--- src/rtl/multicycle_ctrl_fsm_pkg.sv ---
// Shared encodings for the multicycle MIPS control sequencer: states, opcodes, mux selects,
// and the instruction-class vector produced by the main decoder.
package mc_ctrl_pkg;

    typedef enum logic [2:0] {
        ST_IF  = 3'd0,
        ST_ID  = 3'd1,
        ST_EX  = 3'd2,
        ST_MEM = 3'd3,
        ST_WB  = 3'd4
    } state_t;

    localparam logic [5:0] OP_RTYPE  = 6'b000000;
    localparam logic [5:0] OP_REGIMM = 6'b000001;
    localparam logic [5:0] OP_J      = 6'b000010;
    localparam logic [5:0] OP_JAL    = 6'b000011;
    localparam logic [5:0] OP_BEQ    = 6'b000100;
    localparam logic [5:0] OP_BNE    = 6'b000101;
    localparam logic [5:0] OP_BLEZ   = 6'b000110;
    localparam logic [5:0] OP_BGTZ   = 6'b000111;
    localparam logic [5:0] OP_ADDI   = 6'b001000;
    localparam logic [5:0] OP_ADDIU  = 6'b001001;
    localparam logic [5:0] OP_SLTI   = 6'b001010;
    localparam logic [5:0] OP_SLTIU  = 6'b001011;
    localparam logic [5:0] OP_ANDI   = 6'b001100;
    localparam logic [5:0] OP_ORI    = 6'b001101;
    localparam logic [5:0] OP_XORI   = 6'b001110;
    localparam logic [5:0] OP_LUI    = 6'b001111;
    localparam logic [5:0] OP_LB     = 6'b100000;
    localparam logic [5:0] OP_LH     = 6'b100001;
    localparam logic [5:0] OP_LW     = 6'b100011;
    localparam logic [5:0] OP_LBU    = 6'b100100;
    localparam logic [5:0] OP_LHU    = 6'b100101;
    localparam logic [5:0] OP_SB     = 6'b101000;
    localparam logic [5:0] OP_SH     = 6'b101001;
    localparam logic [5:0] OP_SW     = 6'b101011;

    localparam logic [5:0] FUNCT_JR  = 6'b001000;

    localparam logic [1:0] PC_SRC_PC4  = 2'd0;
    localparam logic [1:0] PC_SRC_BR   = 2'd1;
    localparam logic [1:0] PC_SRC_JMP  = 2'd2;

    localparam logic [1:0] REG_DST_RT  = 2'd0;
    localparam logic [1:0] REG_DST_RD  = 2'd1;
    localparam logic [1:0] REG_DST_R31 = 2'd2;

    localparam logic [1:0] ASB_B       = 2'd0;
    localparam logic [1:0] ASB_FOUR    = 2'd1;
    localparam logic [1:0] ASB_SEXT    = 2'd2;
    localparam logic [1:0] ASB_ZEXT    = 2'd3;

    localparam logic [1:0] ALU_ADD     = 2'd0;
    localparam logic [1:0] ALU_SUB     = 2'd1;
    localparam logic [1:0] ALU_FUNCT   = 2'd2;
    localparam logic [1:0] ALU_OP      = 2'd3;

    typedef struct packed {
        logic rtype;
        logic alui;
        logic load;
        logic store;
        logic branch;
        logic j;
        logic jal;
        logic jr;
        logic illegal;
    } op_class_t;

    // Logical immediates are zero-extended; arithmetic/compare immediates are sign-extended.
    function automatic logic imm_is_zext(input logic [5:0] op);
        return (op == OP_ANDI) || (op == OP_ORI) || (op == OP_XORI);
    endfunction

endpackage

--- src/rtl/multicycle_ctrl_fsm_if.sv ---
// Control bundle between the sequencer (master) and the datapath (slave).
interface multicycle_ctrl_fsm_if #(
    parameter int CNT_W = 32
);
    logic [5:0]       op;
    logic [5:0]       funct;
    logic             branch_taken;
    logic             mem_ready;
    logic             pc_write;
    logic [1:0]       pc_src;
    logic             ir_write;
    logic             mem_read;
    logic             mem_write;
    logic             reg_write;
    logic [1:0]       reg_dst;
    logic             mem_to_reg;
    logic [1:0]       alu_src_b;
    logic [1:0]       alu_op;
    logic             illegal;
    logic [2:0]       state;
    logic [CNT_W-1:0] retire_cnt;

    modport master (
        input  op, funct, branch_taken, mem_ready,
        output pc_write, pc_src, ir_write, mem_read, mem_write, reg_write, reg_dst,
               mem_to_reg, alu_src_b, alu_op, illegal, state, retire_cnt
    );

    modport slave (
        output op, funct, branch_taken, mem_ready,
        input  pc_write, pc_src, ir_write, mem_read, mem_write, reg_write, reg_dst,
               mem_to_reg, alu_src_b, alu_op, illegal, state, retire_cnt
    );
endinterface

--- src/rtl/multicycle_ctrl_fsm_main_decoder.sv ---
// Combinational opcode/funct classifier; exactly one class bit is set for any input.
import mc_ctrl_pkg::*;

module mc_main_decoder (
    input  logic [5:0] op_i,
    input  logic [5:0] funct_i,
    output op_class_t  cls_o
);
    always_comb begin
        cls_o = '0;
        case (op_i)
            OP_RTYPE: begin
                if (funct_i == FUNCT_JR) cls_o.jr    = 1'b1;
                else                     cls_o.rtype = 1'b1;
            end
            OP_ADDI, OP_ADDIU, OP_SLTI, OP_SLTIU,
            OP_ANDI, OP_ORI, OP_XORI, OP_LUI:      cls_o.alui   = 1'b1;
            OP_LB, OP_LH, OP_LW, OP_LBU, OP_LHU:   cls_o.load   = 1'b1;
            OP_SB, OP_SH, OP_SW:                   cls_o.store  = 1'b1;
            OP_BEQ, OP_BNE, OP_BLEZ, OP_BGTZ,
            OP_REGIMM:                             cls_o.branch = 1'b1;
            OP_J:                                  cls_o.j      = 1'b1;
            OP_JAL:                                cls_o.jal    = 1'b1;
            default:                               cls_o.illegal = 1'b1;
        endcase
    end
endmodule

--- src/rtl/multicycle_ctrl_fsm.sv ---
// Multicycle MIPS sequencer IF/ID/EX/MEM/WB with retire counter; 3-5 cycles per instruction.
// Stalls in IF/MEM on mem_ready only when MC_MEM_WAIT_EN is defined; otherwise memory is single-cycle.
import mc_ctrl_pkg::*;

module multicycle_ctrl_fsm #(
    parameter int CNT_W = 32
) (
    input  logic                  clk,
    input  logic                  rst_n,
    multicycle_ctrl_fsm_if.master bus
);
    state_t           state_q, state_d;
    logic [5:0]       op_q;
    logic [CNT_W-1:0] retire_q;
    logic             retire;
    logic             mem_ok;
    op_class_t        cls;

    mc_main_decoder u_dec (
        .op_i    (op_q),
        .funct_i (bus.funct),
        .cls_o   (cls)
    );

`ifdef MC_MEM_WAIT_EN
    assign mem_ok = bus.mem_ready;
`else
    assign mem_ok = 1'b1;
`endif

    always_comb begin
        state_d = state_q;
        retire  = 1'b0;
        case (state_q)
            ST_IF:  if (mem_ok) state_d = ST_ID;
            ST_ID:  state_d = ST_EX;
            ST_EX: begin
                if (cls.load || cls.store)      state_d = ST_MEM;
                else if (cls.rtype || cls.alui) state_d = ST_WB;
                else begin
                    state_d = ST_IF;
                    retire  = 1'b1;
                end
            end
            ST_MEM: begin
                if (mem_ok) begin
                    if (cls.load) state_d = ST_WB;
                    else begin
                        state_d = ST_IF;
                        retire  = 1'b1;
                    end
                end
            end
            ST_WB: begin
                state_d = ST_IF;
                retire  = 1'b1;
            end
            default: state_d = ST_IF;
        endcase
    end

    always_ff @(posedge clk or negedge rst_n) begin
        if (!rst_n) begin
            state_q  <= ST_IF;
            op_q     <= '0;
            retire_q <= '0;
        end else begin
            state_q <= state_d;
            if (state_q == ST_ID) op_q <= bus.op;
            if (retire) retire_q <= retire_q + 1'b1;
        end
    end

    // Moore decode of state/op_q; forced quiet while reset is held so nothing is written mid-reset.
    always_comb begin
        bus.pc_write   = 1'b0;
        bus.pc_src     = PC_SRC_PC4;
        bus.ir_write   = 1'b0;
        bus.mem_read   = 1'b0;
        bus.mem_write  = 1'b0;
        bus.reg_write  = 1'b0;
        bus.reg_dst    = REG_DST_RT;
        bus.mem_to_reg = 1'b0;
        bus.alu_src_b  = ASB_B;
        bus.alu_op     = ALU_ADD;
        bus.illegal    = 1'b0;
        if (rst_n) begin
            case (state_q)
                ST_IF: begin
                    bus.mem_read  = 1'b1;
                    bus.alu_src_b = ASB_FOUR;
                    bus.ir_write  = mem_ok;
                    bus.pc_write  = mem_ok;
                end
                ST_EX: begin
                    if (cls.rtype) begin
                        bus.alu_op = ALU_FUNCT;
                    end else if (cls.alui) begin
                        bus.alu_op    = ALU_OP;
                        bus.alu_src_b = imm_is_zext(op_q) ? ASB_ZEXT : ASB_SEXT;
                    end else if (cls.load || cls.store) begin
                        bus.alu_src_b = ASB_SEXT;
                    end else if (cls.branch) begin
                        bus.alu_op   = ALU_SUB;
                        bus.pc_src   = PC_SRC_BR;
                        bus.pc_write = bus.branch_taken;
                    end else if (cls.j || cls.jr || cls.jal) begin
                        bus.pc_src    = PC_SRC_JMP;
                        bus.pc_write  = 1'b1;
                        bus.reg_write = cls.jal;
                        bus.reg_dst   = cls.jal ? REG_DST_R31 : REG_DST_RT;
                    end else begin
                        bus.illegal = 1'b1;
                    end
                end
                ST_MEM: begin
                    bus.mem_read  = cls.load;
                    bus.mem_write = cls.store;
                end
                ST_WB: begin
                    bus.reg_write  = 1'b1;
                    bus.mem_to_reg = cls.load;
                    bus.reg_dst    = cls.rtype ? REG_DST_RD : REG_DST_RT;
                end
                default: ;
            endcase
        end
    end

    assign bus.state      = rst_n ? state_q : ST_IF;
    assign bus.retire_cnt = retire_q;

endmodule

--- src/flat_wrapper.sv ---
// flat-port wrapper written by rule: the top's interface ports become plain ports
module multicycle_ctrl_fsm_flat 
#(
    parameter int CNT_W = 32
)
  (clk, rst_n, bus_op, bus_funct, bus_branch_taken, bus_mem_ready, bus_pc_write, bus_pc_src, bus_ir_write, bus_mem_read, bus_mem_write, bus_reg_write, bus_reg_dst, bus_mem_to_reg, bus_alu_src_b, bus_alu_op, bus_illegal, bus_state, bus_retire_cnt);
  multicycle_ctrl_fsm_if #(.CNT_W(CNT_W)) bus_i ();
  input  logic clk;
  input  logic rst_n;
  input wire logic [$bits(bus_i.op)-1:0] bus_op;
  input wire logic [$bits(bus_i.funct)-1:0] bus_funct;
  input wire logic [$bits(bus_i.branch_taken)-1:0] bus_branch_taken;
  input wire logic [$bits(bus_i.mem_ready)-1:0] bus_mem_ready;
  output wire logic [$bits(bus_i.pc_write)-1:0] bus_pc_write;
  output wire logic [$bits(bus_i.pc_src)-1:0] bus_pc_src;
  output wire logic [$bits(bus_i.ir_write)-1:0] bus_ir_write;
  output wire logic [$bits(bus_i.mem_read)-1:0] bus_mem_read;
  output wire logic [$bits(bus_i.mem_write)-1:0] bus_mem_write;
  output wire logic [$bits(bus_i.reg_write)-1:0] bus_reg_write;
  output wire logic [$bits(bus_i.reg_dst)-1:0] bus_reg_dst;
  output wire logic [$bits(bus_i.mem_to_reg)-1:0] bus_mem_to_reg;
  output wire logic [$bits(bus_i.alu_src_b)-1:0] bus_alu_src_b;
  output wire logic [$bits(bus_i.alu_op)-1:0] bus_alu_op;
  output wire logic [$bits(bus_i.illegal)-1:0] bus_illegal;
  output wire logic [$bits(bus_i.state)-1:0] bus_state;
  output wire logic [$bits(bus_i.retire_cnt)-1:0] bus_retire_cnt;
  assign bus_i.op = bus_op;
  assign bus_i.funct = bus_funct;
  assign bus_i.branch_taken = bus_branch_taken;
  assign bus_i.mem_ready = bus_mem_ready;
  assign bus_pc_write = bus_i.pc_write;
  assign bus_pc_src = bus_i.pc_src;
  assign bus_ir_write = bus_i.ir_write;
  assign bus_mem_read = bus_i.mem_read;
  assign bus_mem_write = bus_i.mem_write;
  assign bus_reg_write = bus_i.reg_write;
  assign bus_reg_dst = bus_i.reg_dst;
  assign bus_mem_to_reg = bus_i.mem_to_reg;
  assign bus_alu_src_b = bus_i.alu_src_b;
  assign bus_alu_op = bus_i.alu_op;
  assign bus_illegal = bus_i.illegal;
  assign bus_state = bus_i.state;
  assign bus_retire_cnt = bus_i.retire_cnt;
  multicycle_ctrl_fsm #(.CNT_W(CNT_W)) u_core (.clk(clk), .rst_n(rst_n), .bus(bus_i));
endmodule
--- config.mk ---
export PLATFORM = sky130hd
export DESIGN_NAME = multicycle_ctrl_fsm_flat
export DESIGN_NICKNAME = d
export VERILOG_FILES = /design/src/rtl/multicycle_ctrl_fsm_pkg.sv /design/src/rtl/multicycle_ctrl_fsm_if.sv /design/src/rtl/multicycle_ctrl_fsm_main_decoder.sv /design/src/rtl/multicycle_ctrl_fsm.sv /design/src/flat_wrapper.sv
export SDC_FILE = /design/constraint.sdc
export NUM_CORES = 1
export LEC_CHECK = 0
export ABC_CLOCK_PERIOD_IN_PS = 7400
export CAP_MARGIN = 5
export CORE_ASPECT_RATIO = 0.9
export CORE_MARGIN = 2
export CORE_UTILIZATION = 52
export CTS_BUF_LIST = sky130_fd_sc_hd__clkbuf_4 sky130_fd_sc_hd__clkbuf_8 sky130_fd_sc_hd__clkbuf_16
export DETAILED_ROUTE_END_ITERATION = 8
export PLACE_DENSITY = 0.86
export RECOVER_POWER = 25
export SYNTH_ARGS = -nofsm -noshare
export SYNTH_HDL_FRONTEND = slang
export SYNTH_HIERARCHICAL = 1
export SYNTH_SLANG_ARGS = --single-unit
--- constraint.sdc ---
create_clock -name clk -period 7.4 [get_ports clk]
set_input_delay 1.11 -clock clk [delete_from_list [all_inputs] [get_ports clk]]
set_output_delay 1.11 -clock clk [all_outputs]
set_load 0.03 [all_outputs]
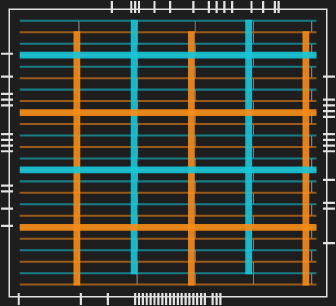
(run_1/floorplan.png)
Pins as bars on the die edge. Tap cells in gray.
cyan -> VDD
orange -> VSS
met4 straps = 5
met1 rails = 24
rows = 23

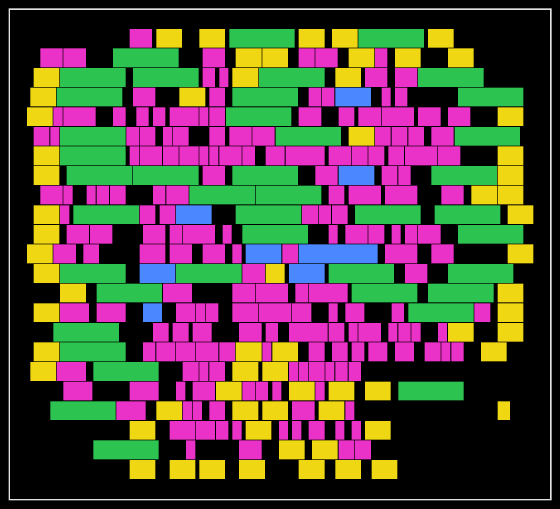
(run_1/class_map.png)
green -> registers  # cells 41
magenta -> remaining logic cells  # cells 185
yellow -> remaining buffers and delay cells  # cells 65
blue -> clock drivers and dummy loads  # cells 8

==> impl_metrics.py, run 1 <==
# Generated from Yosys and OpenROAD reports
metrics = {
    "clock_network": {
        "post_cts_buffers": 0,
        "clkLatencyLatePin_ns": 0.29,
        "holdBufCountCts": 0,
        "clockRootBuffer": "clkbuf_8",
        "cts_tree": "built",
        "cts_buffers": 5,
    },
    "worst_setup_path": {
        "critPathMaxFanout": 5,
        "r2r_slack_ns": 4.69,
        "rr_worst_depth": 7,
        "path_cells": "clkdlybuf4s50_1 > nor4b_1 > a211oi_1 > or3_1 > or3b_1 > nor4_1 > clkdlybuf4s50_1",
        "arrival_ns": 3.93,
        "max_stage_delay_ns": 0.73,
        "cp-endpoint": "bus_illegal",
        "worstSetupPathType": "primary input to output pin",
        "worst_setup_path_start_kind": "primary input",
    },
    "cells_and_area": {
        "fin_area_sq_um": 3140,
    },
    "global_routing": {
        "use_met3": 0.0427,
        "use_met2": 0.380,
        "antenna_found_initial": 0,
        "grt_pass1_vias": 1906,
        "grt_pass1_wl_microns": 9180,
    },
    "sta": {
        "drv_slew": 0,
        "setup_tns_ns": 0,
        "timing.fmax_ghz": 0.199,
        "finalHoldViolations": 0,
    },
    "floorplan": {
        "num_rows": 23,
    },
    "outcome": {
        "status": "completed",
    },
    "route": {
        "route.detailed.drc": 0,
    },
    "power": {
        "power.leakage_nw": 1.33,
    },
    "yosys": {
        "syn-num-nets": 253,
        "synthCells": 236,
    },
}
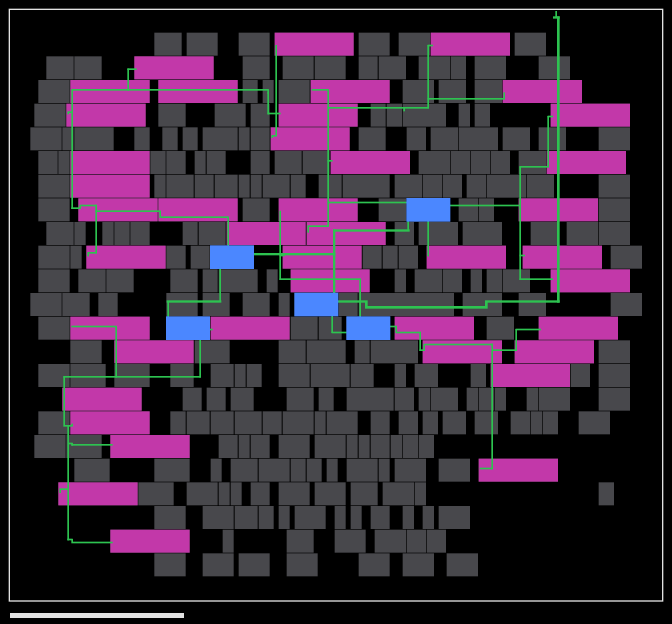
(run_1/clock_wires.png)
The bar under the picture is 20 microns long.
green -> clock wires  # length 441 microns
blue -> clock-net drivers  # count 5
magenta -> flip-flops  # count 41
routed clock nets = 6

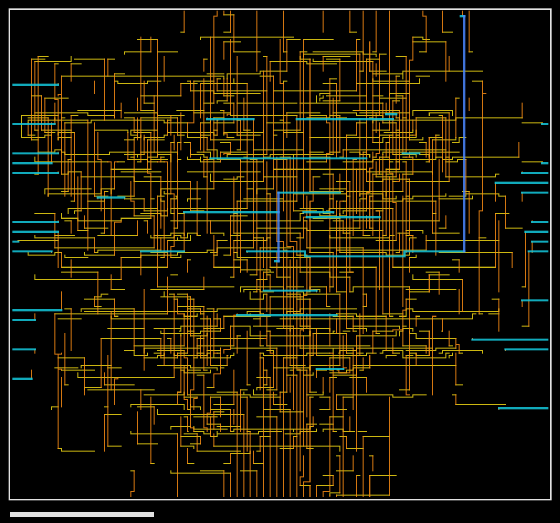
(run_1/layers.png)
The bar under the picture is 20 microns long.
yellow -> M1  # wire length 2450 microns
blue -> M4  # wire length 42.2 microns
cyan -> M3  # wire length 262 microns
orange -> M2  # wire length 2740 microns
DR WL/cell: 15.2 microns
GRT Util Overall: 0.233
Total Routed Length: 5500 microns

[run 1: power by group]
| part | total (W) | internal (W) | switching, W |
|---|---|---|---|
| registers | 0.000330 | 0.000262 | 0.0000682 |
| clock network | 0.000185 | 0.000110 | 0.0000750 |
| logic | 0.000369 | 0.000154 | 0.000215 |
| total | 0.000884 | 0.000525 | 0.000358 |
[run 1: area by class of cell]
class	count	area, sq um	share of cell area
clock inverter	2	37.5	0.0120
multi-input combinational	180	1250	0.400
tap	62	77.6	0.0247
sequential	41	1030	0.327
inverter	5	18.8	0.00598
timing repair buffer	65	643	0.205
clock buffer	6	82.6	0.0263
[run 1: registers in the layout (all words and copies together) (netlist names)]
signal                 count
u_core/bus.retire_cnt     32
u_core/op_q                6
u_core/state_q             3
==> run_1/congestion_map.png <==
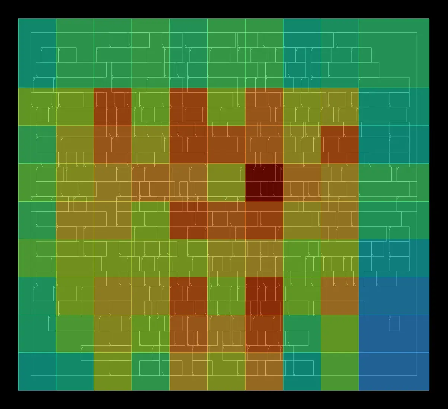

--- run 2 (diff from run 1) ---
- ABC_CLOCK_PERIOD_IN_PS: 7400 -> 4400
- CORE_UTILIZATION: 52 -> 43
- PLACE_DENSITY: 0.86 -> 0.76
- clock period: 7.4 -> 4.4 ns (I/O delays scaled with it)
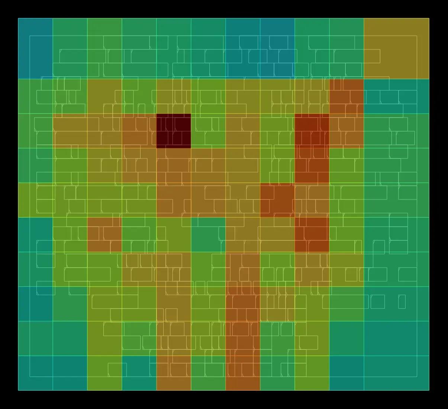
(run_2/congestion_map.png)
DR WL/cell: 14.5 microns
post-layout util: 0.599
global routing's busiest layer: met2

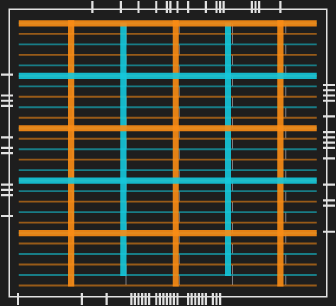
(run_2/floorplan.png)
Pins as bars on the die edge. Tap cells in gray.
cyan -> VDD
orange -> VSS
tap cells = 67
rows = 25

==> impl_metrics.py, run 2 <==
# Generated from Yosys and OpenROAD reports
metrics = {
    "outcome": {
        "status": "completed",
    },
    "worst_setup_path": {
        "critPathMaxFanout": 4,
        "worstPathRequired_ns": 3.74,
        "worstSetupPathType": "primary input to output pin",
        "max_stage_delay_ns": 0.71,
        "cp-endpoint": "bus_illegal",
        "path_cells": "clkdlybuf4s50_1 > nor4b_1 > a211oi_1 > or3_1 > or3b_1 > nor4_1 > clkdlybuf4s50_1",
        "r2r_slack_ns": 1.72,
        "worst_setup_path_start_kind": "primary input",
        "arrival_ns": 3.41,
        "rr_worst_depth": 7,
    },
    "global_routing": {
        "grt_pass1_vias": 1963,
        "gr-usage-all-layers": 0.194,
        "grt_pass1_wl_microns": 9160,
        "antenna_found_initial": 0,
    },
    "power": {
        "powerDensity_nw_per_um2": 457,
        "power.leakage_nw": 1.34,
    },
    "clock_network": {
        "post_cts_buffers": 0,
        "clockRootBuffer": "clkbuf_8",
        "clk_pin_slew_ns": 0.07,
        "cts_buffers": 5,
        "holdBufCountCts": 0,
        "clkLatencyLatePin_ns": 0.29,
        "ctsLongestPathBuffers": 2,
        "cts_tree": "built",
    },
    "placed_design": {
        "post_dp_cell_area_sq_um": 3050,
    },
    "cells_and_area": {
        "lay_top_cells": "clkdlybuf4s50_1, dfrtp_1, xor2_1",
        "largest_register_ffs": 32,
        "fin_area_sq_um": 3150,
        "nets": 317,
    },
    "route": {
        "drt_wl_total_microns": 5330,
        "route.detailed.drc": 0,
        "wl_met1_microns": 2610,
    },
    "hold_path": {
        "holdCritStartpoint": "u_core/bus.retire_cnt[31]",
    },
    "floorplan": {
        "num_rows": 25,
        "chipArea_sq_um": 6090,
    },
    "sta": {
        "finalHoldViolations": 0,
        "setup_viol_count_final": 0,
        "setup_tns_ns": 0,
        "drv_slew": 0,
        "timing.fmax_ghz": 0.246,
    },
    "yosys": {
        "syn-num-nets": 253,
        "synthCells": 236,
    },
}
-- run 2: power breakdown --
part / switching [W] / internal [W]
Combinational: 0.000359 / 0.000262
Sequential: 0.000110 / 0.000440
Clock: 0.000126 / 0.000142
-- run 2: layout make-up --
class                      instances  area (sq um)  area share
sequential                        41          1030       0.326
inverter                           5          18.8     0.00596
tap                               67          83.8      0.0266
clock buffer                       7          96.3      0.0306
multi-input combinational        180          1260       0.400
timing repair buffer              67           657       0.209
clock inverter                     1          5.00     0.00159
-- run 2: layer usage --
metal | GRT usage | vias up
met4 | 0.0704 | 0
met5 | 0 | -
met1 | 0.273 | 981
met2 | 0.297 | 42
met3 | 0.0425 | 7
li1 | - | 992
No activity file was given, so power comes from the tool's default toggle rates.
